**src/rtl/mem_responder_if.sv**
```systemverilog
// Request/response bundle between the datapath and mem_responder, plus the preload strobe.
interface mem_responder_if #(
    parameter int unsigned ADDR_W = 8
);
    logic [12:0]       addr;
    logic [12:0]       wdata;
    logic              read;
    logic              write;
    logic              instruction;
    logic              load_en;
    logic [ADDR_W-1:0] load_addr;
    logic [12:0]       load_data;
    logic [12:0]       dataOut;
    logic              memDone;
    logic              err;

    modport master (
        output addr, wdata, read, write, instruction, load_en, load_addr, load_data,
        input  dataOut, memDone, err
    );

    modport slave (
        input  addr, wdata, read, write, instruction, load_en, load_addr, load_data,
        output dataOut, memDone, err
    );
endinterface

```
**src/rtl/mem_responder.sv**
```systemverilog
// Fixed-latency memory responder: one request in flight, registered completion pulse and read data.
module mem_responder #(
    parameter int unsigned ADDR_W  = 8,
    parameter int unsigned LATENCY = 2
) (
    input  logic            clk,
    input  logic            reset,
    mem_responder_if.slave  bus
);
    localparam int unsigned Words   = 2 ** ADDR_W;
    localparam logic [3:0]  CntInit = 4'(LATENCY - 1);

    typedef enum logic [1:0] {StIdle, StBusy, StRelease} state_e;

    state_e            state_q, state_d;
    logic [3:0]        cnt_q, cnt_d;
    logic [ADDR_W-1:0] idx_q, idx_d;
    logic [12:0]       wdata_q, wdata_d;
    logic              rd_q, rd_d;
    logic              wr_q, wr_d;
    logic              ins_q, ins_d;
    logic [12:0]       dout_q, dout_d;
    logic              done_q, done_d;
    logic              err_q, err_d;

    logic              mem_we;
    logic [ADDR_W-1:0] mem_waddr;
    logic [12:0]       mem_wdata;
    logic [12:0]       mem_q [Words];

    logic [ADDR_W-1:0] req_idx;
    logic              unused_addr;

    // Region bit comes from the instruction flag; high address bits simply wrap.
    assign req_idx     = {~bus.instruction, bus.addr[ADDR_W-2:0]};
    assign unused_addr = ^bus.addr[12:ADDR_W-1];

    always_comb begin
        state_d   = state_q;
        cnt_d     = cnt_q;
        idx_d     = idx_q;
        wdata_d   = wdata_q;
        rd_d      = rd_q;
        wr_d      = wr_q;
        ins_d     = ins_q;
        dout_d    = dout_q;
        done_d    = 1'b0;
        err_d     = 1'b0;
        mem_we    = 1'b0;
        mem_waddr = '0;
        mem_wdata = '0;

        unique case (state_q)
            StIdle: begin
                if (bus.read || bus.write) begin
                    idx_d   = req_idx;
                    wdata_d = bus.wdata;
                    rd_d    = bus.read;
                    wr_d    = bus.write;
                    ins_d   = bus.instruction;
                    cnt_d   = CntInit;
                    state_d = StBusy;
                end else if (bus.load_en) begin
                    mem_we    = 1'b1;
                    mem_waddr = bus.load_addr;
                    mem_wdata = bus.load_data;
                end
            end
            StBusy: begin
                if (cnt_q == 4'd0) begin
                    state_d = StRelease;
                    done_d  = 1'b1;
                    if (rd_q && wr_q) begin
                        err_d = 1'b1;
                    end else if (rd_q) begin
                        dout_d = mem_q[idx_q];
                    end else if (ins_q) begin
                        // Instruction region is read-only.
                        err_d = 1'b1;
                    end else begin
                        mem_we    = 1'b1;
                        mem_waddr = idx_q;
                        mem_wdata = wdata_q;
                    end
                end else begin
                    cnt_d = cnt_q - 4'd1;
                end
            end
            StRelease: begin
                if (!bus.read && !bus.write) begin
                    state_d = StIdle;
                end
            end
            default: state_d = StIdle;
        endcase
    end

    always_ff @(posedge clk) begin
        if (reset) begin
            state_q <= StIdle;
            cnt_q   <= '0;
            idx_q   <= '0;
            wdata_q <= '0;
            rd_q    <= 1'b0;
            wr_q    <= 1'b0;
            ins_q   <= 1'b0;
            dout_q  <= '0;
            done_q  <= 1'b0;
            err_q   <= 1'b0;
        end else begin
            state_q <= state_d;
            cnt_q   <= cnt_d;
            idx_q   <= idx_d;
            wdata_q <= wdata_d;
            rd_q    <= rd_d;
            wr_q    <= wr_d;
            ins_q   <= ins_d;
            dout_q  <= dout_d;
            done_q  <= done_d;
            err_q   <= err_d;
        end
    end

    // Storage survives reset, but reset still blocks any write landing in that cycle.
    always_ff @(posedge clk) begin
        if (!reset && mem_we) begin
            mem_q[mem_waddr] <= mem_wdata;
        end
    end

    assign bus.dataOut = dout_q;
    assign bus.memDone = done_q;
    assign bus.err     = err_q;
endmodule

```
**src/flat_wrapper.sv**
```systemverilog
// flat-port wrapper written by rule: the top's interface ports become plain ports
module mem_responder_flat 
#(
    parameter int unsigned ADDR_W  = 8,
    parameter int unsigned LATENCY = 2
)
  (clk, reset, bus_addr, bus_wdata, bus_read, bus_write, bus_instruction, bus_load_en, bus_load_addr, bus_load_data, bus_dataOut, bus_memDone, bus_err);
  mem_responder_if #(.ADDR_W(ADDR_W)) bus_i ();
  input  logic clk;
  input  logic reset;
  input wire logic [$bits(bus_i.addr)-1:0] bus_addr;
  input wire logic [$bits(bus_i.wdata)-1:0] bus_wdata;
  input wire logic [$bits(bus_i.read)-1:0] bus_read;
  input wire logic [$bits(bus_i.write)-1:0] bus_write;
  input wire logic [$bits(bus_i.instruction)-1:0] bus_instruction;
  input wire logic [$bits(bus_i.load_en)-1:0] bus_load_en;
  input wire logic [$bits(bus_i.load_addr)-1:0] bus_load_addr;
  input wire logic [$bits(bus_i.load_data)-1:0] bus_load_data;
  output wire logic [$bits(bus_i.dataOut)-1:0] bus_dataOut;
  output wire logic [$bits(bus_i.memDone)-1:0] bus_memDone;
  output wire logic [$bits(bus_i.err)-1:0] bus_err;
  assign bus_i.addr = bus_addr;
  assign bus_i.wdata = bus_wdata;
  assign bus_i.read = bus_read;
  assign bus_i.write = bus_write;
  assign bus_i.instruction = bus_instruction;
  assign bus_i.load_en = bus_load_en;
  assign bus_i.load_addr = bus_load_addr;
  assign bus_i.load_data = bus_load_data;
  assign bus_dataOut = bus_i.dataOut;
  assign bus_memDone = bus_i.memDone;
  assign bus_err = bus_i.err;
  mem_responder #(.ADDR_W(ADDR_W), .LATENCY(LATENCY)) u_core (.clk(clk), .reset(reset), .bus(bus_i));
endmodule
```
**config.mk**
```make
export PLATFORM = sky130hd
export DESIGN_NAME = mem_responder_flat
export DESIGN_NICKNAME = d
export VERILOG_FILES = /design/src/rtl/mem_responder_if.sv /design/src/rtl/mem_responder.sv /design/src/flat_wrapper.sv
export SDC_FILE = /design/constraint.sdc
export NUM_CORES = 2
export LEC_CHECK = 0
export CAP_MARGIN = 40
export CORE_MARGIN = 2
export CORE_UTILIZATION = 35
export CTS_CLUSTER_DIAMETER = 50
export DETAILED_ROUTE_END_ITERATION = 8
export SLEW_MARGIN = 20
export SYNTH_ARGS = -nofsm -noshare
export SYNTH_HDL_FRONTEND = slang
export SYNTH_SLANG_ARGS = --single-unit
```
**constraint.sdc**
```tcl
create_clock -name clk -period 6.3 [get_ports clk]
set_input_delay 1.26 -clock clk [delete_from_list [all_inputs] [get_ports clk]]
set_output_delay 1.26 -clock clk [all_outputs]
set_load 0.02 [all_outputs]
```
**Register map, names as in the netlist**

(1 px per um) Other sequential cells in the stronger grey, the rest of the logic in the fainter grey.
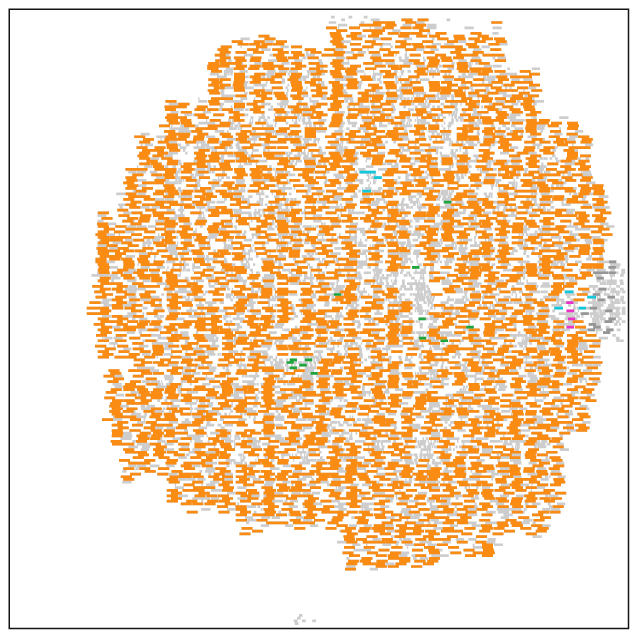
cyan -> `u_core.idx_q`  # sequential cells 8
magenta -> `u_core.cnt_q`  # sequential cells 4, where middle right
green -> `u_core.bus.dataOut`  # sequential cells 13, where centre
orange -> `u_core.mem_q`  # sequential cells 3,328
flip-flop and latch power: 25.0 mW
register area: 101,000 um^2
utilization after layout: 0.408

**Port wiring**

(1 px per um)
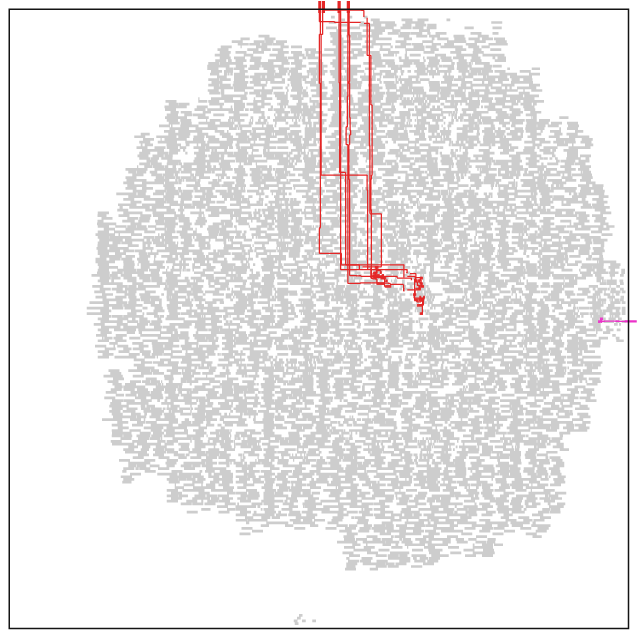
magenta -> `bus_write`  # bits 1, direction input, end cells 3, wire 33.8 um
red -> `bus_load_addr`  # bits 8, direction input, end cells 32, wire 2,870 um

**Cell placement**

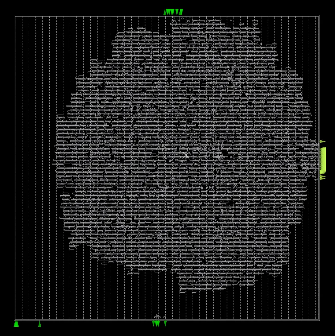
post-route non-filler standard cell count: 12,300
share of cell area taken by flip-flops and latches: 0.658

**Clock network drawn from the DEF**

(1 px per um)
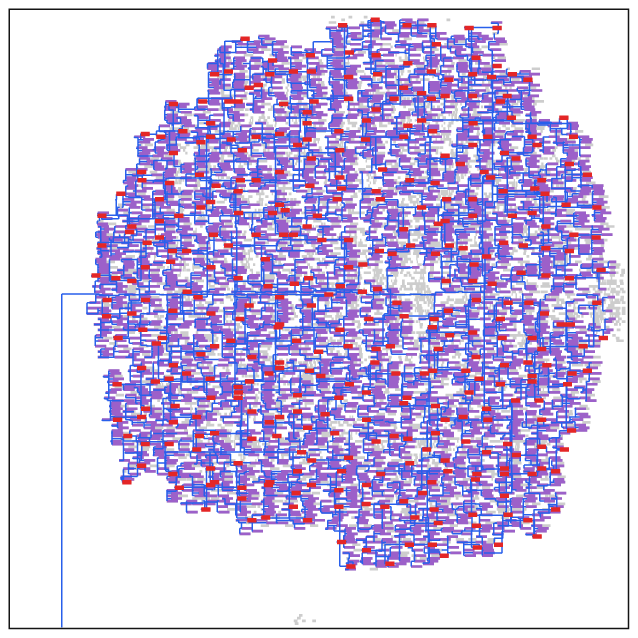
blue -> clock wires  # length 38.3 mm
red -> clock-net drivers  # count 379
purple -> flip-flops  # count 3,373
routed clock nets = 380

**Placed cells, one colour a class**

(1 px per um)
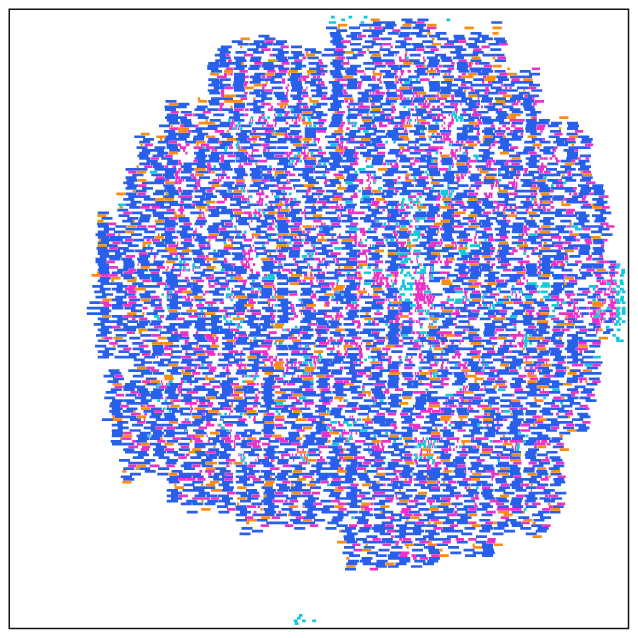
cyan -> remaining buffers and delay cells  # cells 579
blue -> registers  # cells 3,373
orange -> clock drivers and dummy loads  # cells 694
magenta -> remaining logic cells  # cells 2,630

==> notes.md <==
Observations from the implementation run.

Critical path:
- The run puts the logic depth of the worst setup path including buffers at 8.
- For this run, the slowest stage of the critical path takes 0.79 ns.
- The setup check on the worst reg-to-reg path leaves a slack of 1.71 ns.
- The run gives the category of cells accounting for the largest share of critical-path delay as AND-OR/OR-AND gates.
- STA classifies the critical path endpoint as a flip-flop.
- Looking at the setup timing report, the critical path kind is flip-flop to flip-flop.
- The run puts the buffering stage count on the worst path with inverters included at 1.
- The run gives the required time of the worst setup path as 7.15 ns.
- Per STA, the worst path is made up of buf_4 -> and4b_2 -> a22oi_1 -> and4_1 -> nand4_1 -> a221o_1 -> o31ai_1 -> a41o_1.
- The run gives the worst-path cell with the longest stage delay as dfxtp_4.
- STA classifies the critical path startpoint as a flip-flop.
- The worst register-to-register path begins at u_core.idx_q[2].
- The run gives the launch point of the critical path as u_core.idx_q[2].
- The run gives the worst-path maximum fanout as 27.
- The run gives the count of cells along the worst register-to-register path as 8.
- Per the timing report, the most critical flop-to-flop path finishes at u_core.bus.dataOut[12].
- Per STA, the endpoint of the critical path is u_core.bus.dataOut[12].

Final timing:
- The run puts the final setup violation count at 0.
- The run gives the worst setup slack after layout as 1.71 ns.
- In this run the tightest slew margin relative to its limit is 0.320.
- The run gives the maximum frequency from static timing analysis as 218 MHz.
- The run gives the setup skew after layout as 0.0732 ns.
- Setup repair after global routing left no endpoint under its margin.
- The run puts the slew at the pin with the worst max-slew slack at 1.02 ns.
- The run puts the setup TNS at 0 ns.
- The run puts the max-slew violation total from the final report at 0.
- The smallest clock period supported by the final layout is computed as 4.59 ns.
- The run puts the post-route clock period utilization at 0.728.
- The run gives the total count of hold-check failures in the final report as 0.

Place:
- The run puts the cell area after placement at 141,000 um^2.
- The run puts the detailed placer's ending HPWL at 247,000 um.
- The run gives the final weighted congestion in routability-driven placement as 0.879.
- The run gives the number of placed instances, taps included as 11,600.
- The run puts the post-placement setup slack at 1.16 ns.
- As logged by OpenROAD, the buffers inserted on ports number 61.

Hold path:
- The run gives the critical hold path startpoint as u_core.wdata_q[4].
- The type recorded for the worst min-delay path is flip-flop to flip-flop.
- The run puts the number of instances on the worst hold path at 2.
- The run gives the worst hold endpoint as u_core.wdata_q[4].

Routing:
- The run puts the residual DRC count at 2.
- The run gives the remaining antenna violation count as 0.
- The run puts the routed metal-1 wire length at 154,000 um.
- The run gives the post-detailed-route via-to-cell ratio as 5.66.
- The run puts the amount of wire on met2 after detailed routing at 181,000 um.
- The run gives the average detailed-routed wire length per instance as 31.6 um.
- The run gives the routed wire length on met3 as 37,700 um.
- The run gives the length of the first detailed-routing pass in iterations as 9.
- The run gives the top metal layer carrying routed signals as met5.
- The run gives the detailed-route wire length as 388,000 um.
- The routed layout has 69,500 vias.

Yosys:
- The biggest area contributor in the post-synthesis netlist is edfxtp_1.
- Per the synthesis report, the simple-gate share of the synthesized area is 0.0288.
- The area fraction of the largest cell type after synthesis is 0.758.
- The most frequently used library cell after synthesis is edfxtp_1.
- The run gives the fraction of registers with async set or reset after synthesis as 0.
- Among the non-sequential cells, multiplexers take the most area.
- The run gives the area of the synthesized netlist per yosys stat as 132,000 um^2.
- For this run, the leading register cell type out of synthesis is edfxtp_1.
- The run puts the aoi/oai-family share of the synthesized area at 0.0371.
- For this run, the register share of the synthesized area comes to 0.765.
- The run puts the count of instantiated cells in the yosys netlist at 6,380.
- The synthesis report lists the Yosys warning total as 0.
- The cell area that synthesis handed to floorplanning was 132,000 um^2.
- In this run, the synthesized area fraction spent on adder and majority cells is recorded as 0.0000949.
- Synthesis produced a netlist with a net count of 6,434.
- In the Yosys stats the netlist draws on 99 distinct library cells.
- The run puts the synthesis-stage register bit count at 3,373.
- The commonest cells after synthesis are 3,328 x edfxtp_1, 552 x mux4_2, 439 x mux2i_1.
- The run puts the area fraction in mux cells at 0.146.
- The run gives the average footprint of a synthesized cell as 20.7 um^2.
- The run puts the area share of xor/xnor cells in the synthesized design at 0.000133.
- The run puts the number of flops mapped to enable cells by yosys at 3,328.

Pwr:
- The run gives the power group with the largest share as sequential cells.
- The run puts the switching portion of total power at 0.244.
- The run puts the sequential group share of total power at 0.482.
- For this design the total switching power over the nets is 12.6 mW.
- The leakage component of the power was reported as 49.4 nW.
- The run gives the power dissipated in combinational cells as 5.07 mW.
- The run gives the total power after layout as 51.8 mW.
- The run puts the internal power component at 39.1 mW.
- Of the total power, combinational logic draws 0.098.
- The run puts the power attributed to the clock group at 21.7 mW.
- Dividing total power by cell area gives a power density of 338 nW/um^2.
- The highest supply drop recorded on VDD is 0.000240 V.

Final layout:
- The run puts the tally of clock buffers in the finished layout at 459.
- The run puts the multi-input gate count at 2,620.
- The most common logic cell in the final layout is edfxtp_1.
- The run gives the count of sequential standard cells as 3,373.
- With fillers left out, the area of the finished cells amounts to 153,000 um^2.
- The run gives the total area of multi-input combinational cells as 28,200 um^2.
- The register with the most flip-flops in the layout has 3,328 of them.
- The run puts the clock buffer and inverter area fraction after layout at 0.0809.
- The layout summary lists the proportion of cells stronger than drive strength 1 as 0.239.
- For this run, the script counts the antenna cells in the layout as 11.
- The run puts the number of filler cells placed in the layout at 32,700.
- Ranking logic cells in the layout by count gives the top entries 3,328 x edfxtp_1, 552 x mux4_2, 439 x mux2i_1, 423 x buf_4, 384 x clkbuf_16.
- The run gives the final-stage net count as 7,017.
- The run gives the count of plain and timing-repair buffers as 579.
- The run gives the buffer share of cell area as 0.0354.
- In this run the layout overhead on the synthesized area is reported as 16.3%.
- The run gives the logic share of the area as 0.184.
- The run gives the inverter count as 10.
- The run gives the register with the most flip-flops as u_core.mem_q.

Clock tree:
- In the CTS report, the clock slew at the register clock pins of the worst setup and hold paths is listed as 0.06 ns.
- The tree is rooted in a clkbuf_16.
- The run puts the number of clock buffers inserted by TritonCTS at 379.
- The clock H-tree reported by CTS has 5 levels.
- The run puts the clock latency of the later-clocked register in the worst-skew pair at 0.99 ns.
- The run puts the number of cells upsized or downsized after cts at 0.
- Per the repair_timing log after CTS, setup buffers inserted total 0.
- No sink is reached through more buffers than the 4 on the longest clock path.
- TritonCTS built the clock tree.
- The run gives the hold-fix buffer count after cts as 0.

Floorplanning:
- The run puts the full die area at 382,000 um^2.
- The run gives the I/O pin count as 68.
- The run gives the vertical extent of the die as 618 um.
- The run puts the die boundary width at 618 um.
- The run puts the area of the core at 375,000 um^2.
- For reference, the placement row count at floorplan is 225.
- According to the tapcell log, the count of inserted taps is 4,994.

Global routing:
- The run gives the busiest layer in global routing as met2.
- The run gives the met2 layer usage reported by global route as 0.312.
- The run gives the number of global-route vias before repair as 67,600.
- For this run, the total global-route usage over all layers was measured as 0.199.
- For this run, global-route usage on met1 was measured as 0.275.
- The initial antenna violation count was 31.
- The run gives the sum of overflow across all layers after global routing as 0.
- The run gives the first-pass GRT wire length as 538,000 um.
- The run puts the global-route met3 utilization at 0.0350.

Status:
- The flow ran to the end, but the final reports show violations.
- The checks that failed: DRC.

Flow run:
- Across the run, the number of max-cap violations was 0.
- The run puts the tool warning count at 56.
Power figures rest on the tool's default switching activity, not on a simulated workload.
